Design ps2_keyboard_buffered, sky130hd; sources not shown.
**Run 1: M2 wires**

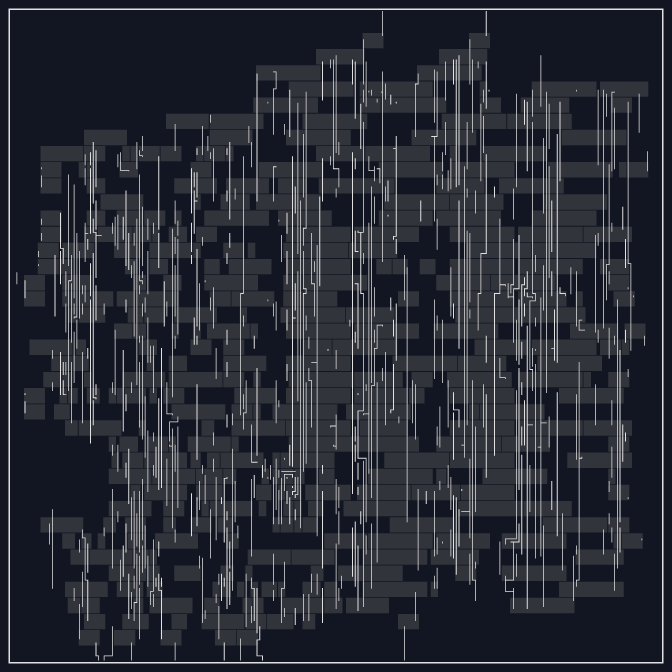
The longest straight run is 57.5 um. The layer holds 50% of the routed length. The wires run mostly vertical. The layer carries 4370 um of wire.
DRT Wirelength: 8.81 mm
routed via count: 2629

**Run 1: cell placement**

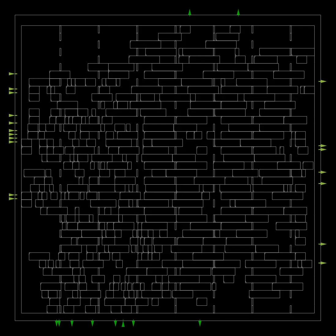
Tap Count: 140
flop count: 117

**Run 1: placed cells, one colour a class**

Scale bar: 20 um.
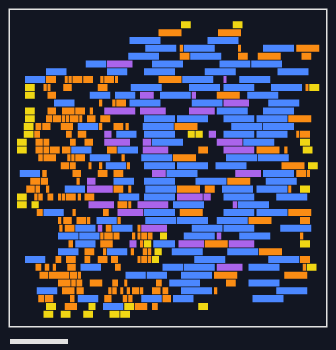
Key: purple = clock drivers and dummy loads [cells 32]; orange = combinational and other logic [cells 190]; blue = flops [cells 117]; yellow = other buffers and delay cells [cells 35]
Design Area, Final: 5840 sq um
Core Area: 10900 sq um
FP Rows: 38

==> out/metrics.csv, run 1 <==
metric,value,unit
outcome,"finished, final reports clean",
clk_pin_slew,60,ps
fp_util,44.3,%
syn_inst,322,
fmax,191,MHz
seq_power_share,41.4,%
synthXorXnorAreaFrac,2.73,%
ant_nets,0,
maxPowerGroup,clock,
dieArea,12100,sq um
fin_worst_skew,9.93,ps
grt.busiest_layer,met2,
dr_wl_met2,4.37,mm
comb_area_share,27.1,%
power.net_switching,401,uW
edf_count,80,
crit_slowest_cell,dfxtp_1,
post_cts_buffers,0,
p_comb_share,16.3,%
port_buffers,27,
fp.dieW,110,um
postLayoutCoreUtil,53.7,%
synth_flops,117,
cts_resized,0,
leakage,0.00207,uW
final_cells,514,
power_density,280,nW/um^2
worstPathArrival,2680,ps
cp_cell_sequence,mux4_2 -> mux2i_1 -> nor2_1 -> clkdlybuf4s50_1,
grt_pass1_vias,2631,
fillerInstances,919,
viasPerCell,5.11,
synth.top_cells.by_count,"edfxtp_1 (80), dfxtp_1 (37), nand2_1 (37), mux2i_1 (31), mux4_2 (20)",
worstPathMaxFanout,20,
grt_use_met3,4.80,%
yosysMostFrequentCell,edfxtp_1,
critPathTopFamily,flip-flops,
globalRouteMet1Util,20.6,%
clockPowerShare,42.3,%
ir_drop,0.117,mV
largest_register_ffs,80,
clockBufferDepth,2,
hold-worst-slack,467,ps
layout_setup_ws,3300,ps
--- run 2 (diff from run 1) ---
--- a/config.mk
+++ b/config.mk
@@ -8,7 +8,7 @@
 export CORE_MARGIN = 2
 export CORE_UTILIZATION = 43
 export DETAILED_ROUTE_END_ITERATION = 12
-export PLACE_DENSITY = 0.6
+export PLACE_DENSITY = 0.62
 export SLEW_MARGIN = 5
 export SYNTH_ARGS = -nofsm -noshare
 export SYNTH_HDL_FRONTEND = slang
==> constraint.sdc (replaced) <==
create_clock -name clk_i -period 4.58 [get_ports clk_i]
set_input_delay 1.374 -clock clk_i [delete_from_list [all_inputs] [get_ports clk_i]]
set_output_delay 1.374 -clock clk_i [all_outputs]
set_load 0.01 [all_outputs]
**Run 2: routed clock nets over the placement**

Scale bar: 20 um.
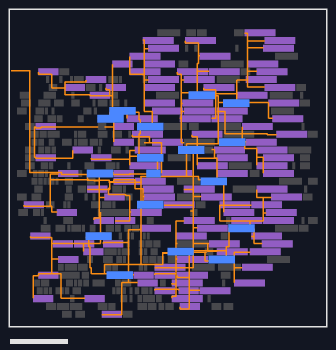
Key: blue = clock drivers [count 17]; purple = flip-flops [count 117]; orange = clock wires [length 1380 um]
There are 18 routed clock nets.
Late-Pin Clk Latency: 500 ps
clock share of power: 43.5%
skew final: 6.77 ps

==> run 2 against run 1 <==
  * Die area unchanged
  * Combinational power rose by 100%
  * Final cell count up 0.78%
  * Critical endpoint is now event_o[0]
==> out/metrics.csv, run 2 <==
metric,value,unit,change
grt_pass1_vias,2641,,+0.38%
layout_setup_ws,732,ps,-2570 ps
ff_count,117,,unchanged
vias,2664,,+1.3%
seq_power_share,39.0,%,-2.4 points
viasPerCell,5.14,,+0.55%
critPathTopFamily,buffers and inverters,,
edf_count,80,,unchanged
largest_register_ffs,80,,unchanged
grt.busiest_layer,met2,,
syn_inst,322,,unchanged
fin_area,5900,sq um,+1.0%
dr_wl_met2,4.47,mm,+2.3%
tap_cells,140,,unchanged
clockBufferDepth,2,,unchanged
yosysMostFrequentCell,edfxtp_1,,
synth.top_cells.by_count,"edfxtp_1 (80), dfxtp_1 (37), nand2_1 (37), mux2i_1 (31), mux4_2 (20)",,
ir_drop,0.243,mV,+110%
power.net_switching,764,uW,+91%
fmax,260,MHz,
dieArea,12100,sq um,unchanged
power_density,529,nW/um^2,+89%
ant_nets,0,,unchanged
cts_resized,0,,unchanged
maxPowerGroup,clock,,
fillerInstances,904,,-1.6%
hold-worst-slack,463,ps,-3.93 ps
globalRouteMet1Util,20.6,%,-0.060 points
fp_util,44.3,%,unchanged
outcome,"finished, final reports clean",,
**Run 2: logic cells by family**

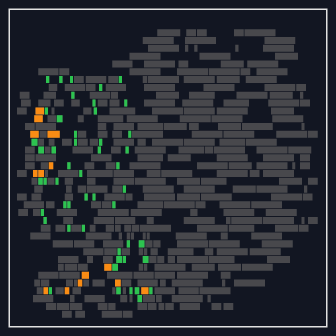
Key: orange = inverting AOI/OAI gates [cells 14]; green = NAND gates [cells 49, most used nand2_1]
combinational share of cell area: 26.8%
post-route insts no fill: 518
most numerous logic cell after layout: edfxtp_1

Power is estimated from default activity; no workload was simulated.
